[config.mk]
export PLATFORM = sky130hd
export DESIGN_NAME = bin2bcd_seq_flat
export DESIGN_NICKNAME = d
export VERILOG_FILES = /design/src/rtl/bin2bcd_pkg.sv /design/src/rtl/bin2bcd_if.sv /design/src/rtl/bcd_digit_adj.sv /design/src/rtl/bin2bcd_seq.sv /design/src/flat_wrapper.sv
export SDC_FILE = /design/constraint.sdc
export NUM_CORES = 1
export LEC_CHECK = 0
export ABC_AREA = 1
export CAP_MARGIN = 15
export CORE_MARGIN = 3
export CORE_UTILIZATION = 50
export DETAILED_ROUTE_END_ITERATION = 8
export HOLD_SLACK_MARGIN = 0.15
export PLACE_DENSITY = 0.73
export SLEW_MARGIN = 40
export SYNTH_ARGS = -nofsm -noshare
export SYNTH_HDL_FRONTEND = slang
export SYNTH_SLANG_ARGS = --single-unit
[constraint.sdc]
create_clock -name clk -period 3.26 [get_ports clk]
set_input_delay 0.652 -clock clk [delete_from_list [all_inputs] [get_ports clk]]
set_output_delay 0.652 -clock clk [all_outputs]
set_load 0.1 [all_outputs]
[src/rtl/bin2bcd_pkg.sv]
// bin2bcd_pkg: shared types, BCD constants and width helper for the sequential binary-to-BCD converter.
package bin2bcd_pkg;
   typedef enum logic [1:0] {IDLE, SHIFT, DONE} state_t;
   localparam int BCD_DIGIT_W = 4;
   localparam logic [BCD_DIGIT_W-1:0] BCD_NINE = 4'd9;
   function automatic int clog2(input int v);
      int r = 0;
      while ((1 << r) < v) r++;
      return r;
   endfunction
endpackage

[src/rtl/bin2bcd_if.sv]
// bin2bcd_if: valid/ready request and result bus of the binary-to-BCD converter.
interface bin2bcd_if #(parameter int BIN_W = 8, parameter int DIGITS = 3);
   logic                  in_valid;
   logic                  in_ready;
   logic [BIN_W-1:0]      bin_in;
   logic                  out_valid;
   logic                  out_ready;
   logic [4*DIGITS-1:0]   bcd_out;
   logic [DIGITS-1:0]     digit_en;
   logic                  overflow;
   logic                  busy;
   modport master (output in_valid, bin_in, out_ready,
                   input  in_ready, out_valid, bcd_out, digit_en, overflow, busy);
   modport slave  (input  in_valid, bin_in, out_ready,
                   output in_ready, out_valid, bcd_out, digit_en, overflow, busy);
endinterface

[src/rtl/bcd_digit_adj.sv]
// bcd_digit_adj: add-3 correction of one BCD digit ahead of a left shift.
module bcd_digit_adj
   import bin2bcd_pkg::*;
(
   input  logic [BCD_DIGIT_W-1:0] d_i,
   output logic [BCD_DIGIT_W-1:0] d_o
);
   assign d_o = (d_i >= 4'd5) ? d_i + 4'd3 : d_i;
endmodule

[src/rtl/bin2bcd_seq.sv]
// bin2bcd_seq: shift-and-add-3 binary-to-BCD converter, one input bit per clock, with
// overflow saturation and leading-zero blanking for the display digit enables.
module bin2bcd_seq
   import bin2bcd_pkg::*;
#(
   parameter int BIN_W  = 8,
   parameter int DIGITS = 3
) (
   input  logic clk,
   input  logic rst_n,
   bin2bcd_if.slave bus
);
   localparam int ACC_W = BCD_DIGIT_W * DIGITS;
   localparam int CNT_W = clog2(BIN_W + 1);

   state_t            state_q;
   logic [BIN_W-1:0]  sh_q, sh_d;
   logic [ACC_W-1:0]  acc_q, adj, acc_d, bcd_q;
   logic [CNT_W-1:0]  cnt_q;
   logic [DIGITS-1:0] en_d, en_q;
   logic              ovf_q, ovf_d, ovfo_q, accept;

   for (genvar i = 0; i < DIGITS; i++) begin : g_adj
      bcd_digit_adj u_adj (.d_i(acc_q[i*BCD_DIGIT_W +: BCD_DIGIT_W]), .d_o(adj[i*BCD_DIGIT_W +: BCD_DIGIT_W]));
   end

   // The bit leaving the top digit means the value no longer fits; it is kept sticky.
   assign {acc_d, sh_d} = {adj[ACC_W-2:0], sh_q, 1'b0};
   assign ovf_d         = ovf_q | adj[ACC_W-1];

   always_comb begin
      en_d = '0;
      for (int i = 0; i < DIGITS; i++) en_d[i] = (i == 0) || (|(acc_d >> (BCD_DIGIT_W * i)));
   end

   assign bus.in_ready  = (state_q == IDLE) || (state_q == DONE && bus.out_ready);
   assign accept        = bus.in_valid & bus.in_ready;
   assign bus.out_valid = state_q == DONE;
   assign bus.busy      = state_q == SHIFT;
   assign bus.bcd_out   = bcd_q;
   assign bus.digit_en  = en_q;
   assign bus.overflow  = ovfo_q;

   always_ff @(posedge clk or negedge rst_n) begin
      if (!rst_n) begin
         state_q <= IDLE;
         sh_q    <= '0;
         acc_q   <= '0;
         ovf_q   <= 1'b0;
         cnt_q   <= '0;
         bcd_q   <= '0;
         en_q    <= '0;
         ovfo_q  <= 1'b0;
      end else begin
         case (state_q)
            IDLE, DONE: begin
               if (accept) begin
                  state_q <= SHIFT;
                  sh_q    <= bus.bin_in;
                  acc_q   <= '0;
                  ovf_q   <= 1'b0;
                  cnt_q   <= CNT_W'(BIN_W);
               end else if (state_q == DONE && bus.out_ready) begin
                  state_q <= IDLE;
               end
            end
            SHIFT: begin
               sh_q  <= sh_d;
               acc_q <= acc_d;
               ovf_q <= ovf_d;
               cnt_q <= cnt_q - CNT_W'(1);
               if (cnt_q == CNT_W'(1)) begin
                  state_q <= DONE;
                  bcd_q   <= ovf_d ? {DIGITS{BCD_NINE}} : acc_d;
                  en_q    <= ovf_d ? '1 : en_d;
                  ovfo_q  <= ovf_d;
               end
            end
            default: state_q <= IDLE;
         endcase
      end
   end
endmodule

[src/flat_wrapper.sv]
// flat-port wrapper written by rule: the top's interface ports become plain ports
module bin2bcd_seq_flat import bin2bcd_pkg::*;
#(
   parameter int BIN_W  = 8,
   parameter int DIGITS = 3
)
  (clk, rst_n, bus_in_valid, bus_bin_in, bus_out_ready, bus_in_ready, bus_out_valid, bus_bcd_out, bus_digit_en, bus_overflow, bus_busy);
  bin2bcd_if #(.BIN_W(BIN_W), .DIGITS(DIGITS)) bus_i ();
  input  logic clk;
  input  logic rst_n;
  input wire logic [$bits(bus_i.in_valid)-1:0] bus_in_valid;
  input wire logic [$bits(bus_i.bin_in)-1:0] bus_bin_in;
  input wire logic [$bits(bus_i.out_ready)-1:0] bus_out_ready;
  output wire logic [$bits(bus_i.in_ready)-1:0] bus_in_ready;
  output wire logic [$bits(bus_i.out_valid)-1:0] bus_out_valid;
  output wire logic [$bits(bus_i.bcd_out)-1:0] bus_bcd_out;
  output wire logic [$bits(bus_i.digit_en)-1:0] bus_digit_en;
  output wire logic [$bits(bus_i.overflow)-1:0] bus_overflow;
  output wire logic [$bits(bus_i.busy)-1:0] bus_busy;
  assign bus_i.in_valid = bus_in_valid;
  assign bus_i.bin_in = bus_bin_in;
  assign bus_i.out_ready = bus_out_ready;
  assign bus_in_ready = bus_i.in_ready;
  assign bus_out_valid = bus_i.out_valid;
  assign bus_bcd_out = bus_i.bcd_out;
  assign bus_digit_en = bus_i.digit_en;
  assign bus_overflow = bus_i.overflow;
  assign bus_busy = bus_i.busy;
  bin2bcd_seq #(.BIN_W(BIN_W), .DIGITS(DIGITS)) u_core (.clk(clk), .rst_n(rst_n), .bus(bus_i));
endmodule
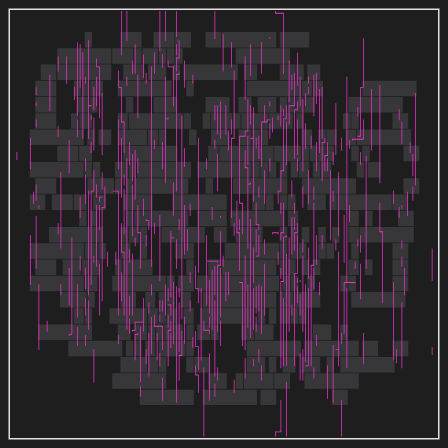
(M2 wires)
Cells faint in the background.
share of all routed wire = 49%
wire length on this layer = 2120 µm
met2 Use GR: 31.02%
total vias in the final route: 1673
final wirelength: 4368 µm

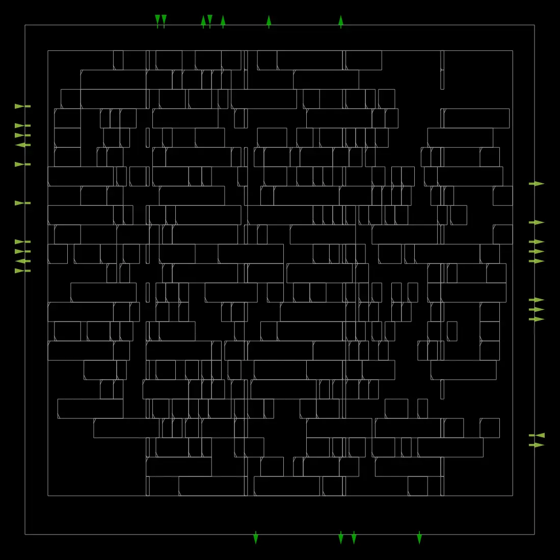
(cell placement)
Final Non-Filler Cells: 321
Flop Count: 43
row count: 23
final core area utilization: 61.48%

==> impl_metrics.csv <==
group,metric,value,unit
yosys,yosysTopAreaCell,"dfrtp_1",
layout,logic_area,887.1,µm²
timing,fin_skew,9.531,ps
floorplanning,die_x,71.61,µm
yosys,syn_avg_cell_area,8.967,µm²
clock_network,path_clk_slew,80,ps
floorplanning,core,4086,µm²
timing,slew_headroom,64.18,%
yosys,ys_sh_mux,0,%
setup_path,arrival,1680,ps
timing,setup_viol,0,
yosys,synth-warning-count,0,
clock_network,cts_setup_buffers,0,
setup_path,crit_chain,"inv_1 > nand2_4 > clkinv_1 > buf_4",
place,io_buffers,30,
routing,drcViolationCount,0,
global_routing,grt_usage,19.19,%
status,status,"finished clean",
place,place_area,2409,µm²
floorplanning,dieHeight,71.61,µm
clock_network,cts_resized,0,
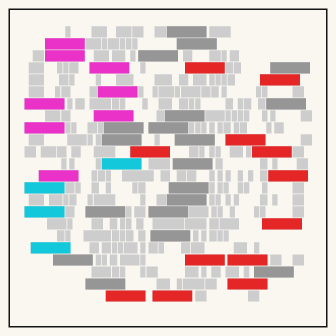
(register map, names as in the netlist)
`u_core.sh_q` -> magenta  # sequential cells 8
`u_core.bus.bcd_out` -> red  # sequential cells 12
`u_core.cnt_q` -> cyan  # sequential cells 4, where west
not colored = 19
flop share of the area: 42.83%
register area: 1076 µm²

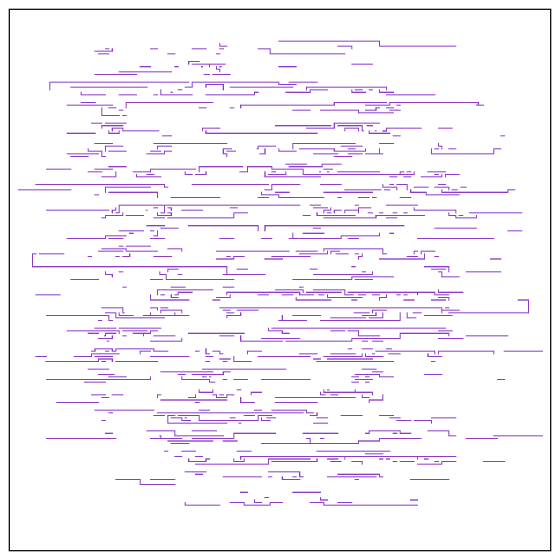
(the metal 1 layer)
wire length on this layer = 2020 µm
share of all routed wire = 46%
main direction = horizontal
longest straight run = 29.4 µm

## per-layer routing
| metal | part of all wire, % | vias up | wire [µm] | global-route usage (%) |
|---|---|---|---|---|
| met5 | 0 | - | 0 | 0 |
| li1 | - | 841 | - | - |
| met3 | 3.5 | 5 | 153 | 3.366 |
| met2 | 49 | 26 | 2123 | 31.02 |
| met1 | 46 | 801 | 2019 | 25.75 |
| met4 | 1.6 | 0 | 72 | 7.516 |
## state kept, by name, indices dropped and copies added, names as in the netlist
register             flops
u_core.ovf_q             1
u_core.acc_q            12
u_core.state_q           2
u_core.bus.overflow      1
u_core.sh_q              8
u_core.bus.bcd_out      12
u_core.bus.digit_en      3
u_core.cnt_q             4
## kinds of logic after synthesis
family | after synthesis
flip-flops | 43
XOR/XNOR | 2
AND/OR/NAND/NOR | 100
adder cells (fa/ha/maj) | 8
buffers and inverters | 41
AND-OR/OR-AND | 46
## cells in the final DEF, fill, tap and decap left out, drive strengths merged
cell type	n
a21oi	9
a32o	1
buf	20
clkbuf	7
clkdlybuf4s50	10
clkinv	1
clkinvlp	1
dfrtp	43
ha	8
inv	33
nand2	57
nand3	14
nand4	3
nor2	23
nor3	1
o211ai	1
o21ai	16
o22ai	19
or2	2
xnor2	1
xor2	1
## cell type report
type | count | share of cell area [%]
flip-flops and latches | 43 | 42.83
multi-input cells | 156 | 35.31
repair buffers | 30 | 9.960
inverters | 34 | 5.279
clock buffers | 7 | 3.835
well taps | 50 | 2.490
clock inverters | 1 | 0.2988
## cells in the mapped netlist (2+ instances only)
cell type   n
nand2_1    54
dfrtp_1    43
inv_1      29
nor2_1     21
o22ai_1    19
nand3_1    12
ha_1        8
o21ai_0     7
a21oi_1     6
o21ai_2     6
a21oi_2     3
buf_2       3
buf_6       3
nand4_1     3
o21ai_1     3
inv_2       2
inv_4       2
nand2_4     2
nor2_8      2
or2_2       2
## final timing paths
check,cells after the start,to,start
min in group clk,2,u_core.bus.bcd_out[8],u_core.bus.bcd_out[8]
hold reg to reg,2,u_core.bus.bcd_out[8],u_core.bus.bcd_out[8]
max in group asynchronous,1,u_core.cnt_q[2],rst_n
setup / recovery,4,bus_busy,u_core.state_q[1]
hold / removal,1,u_core.bus.bcd_out[11],rst_n
setup reg to reg,5,u_core.sh_q[0],u_core.state_q[0]
## per-stage QoR
step | setup slack, ps | std cells | hold WS, ps
floorplan | 889.5 | 240 | 356.4
global placement | 871.8 | 313 | 459.7
detailed placement | 817.9 | 313 | 465.0
CTS | 914.9 | 321 | 341.8
global route | 819.7 | 321 | 362.4
finish | 930.0 | 321 | 321.4
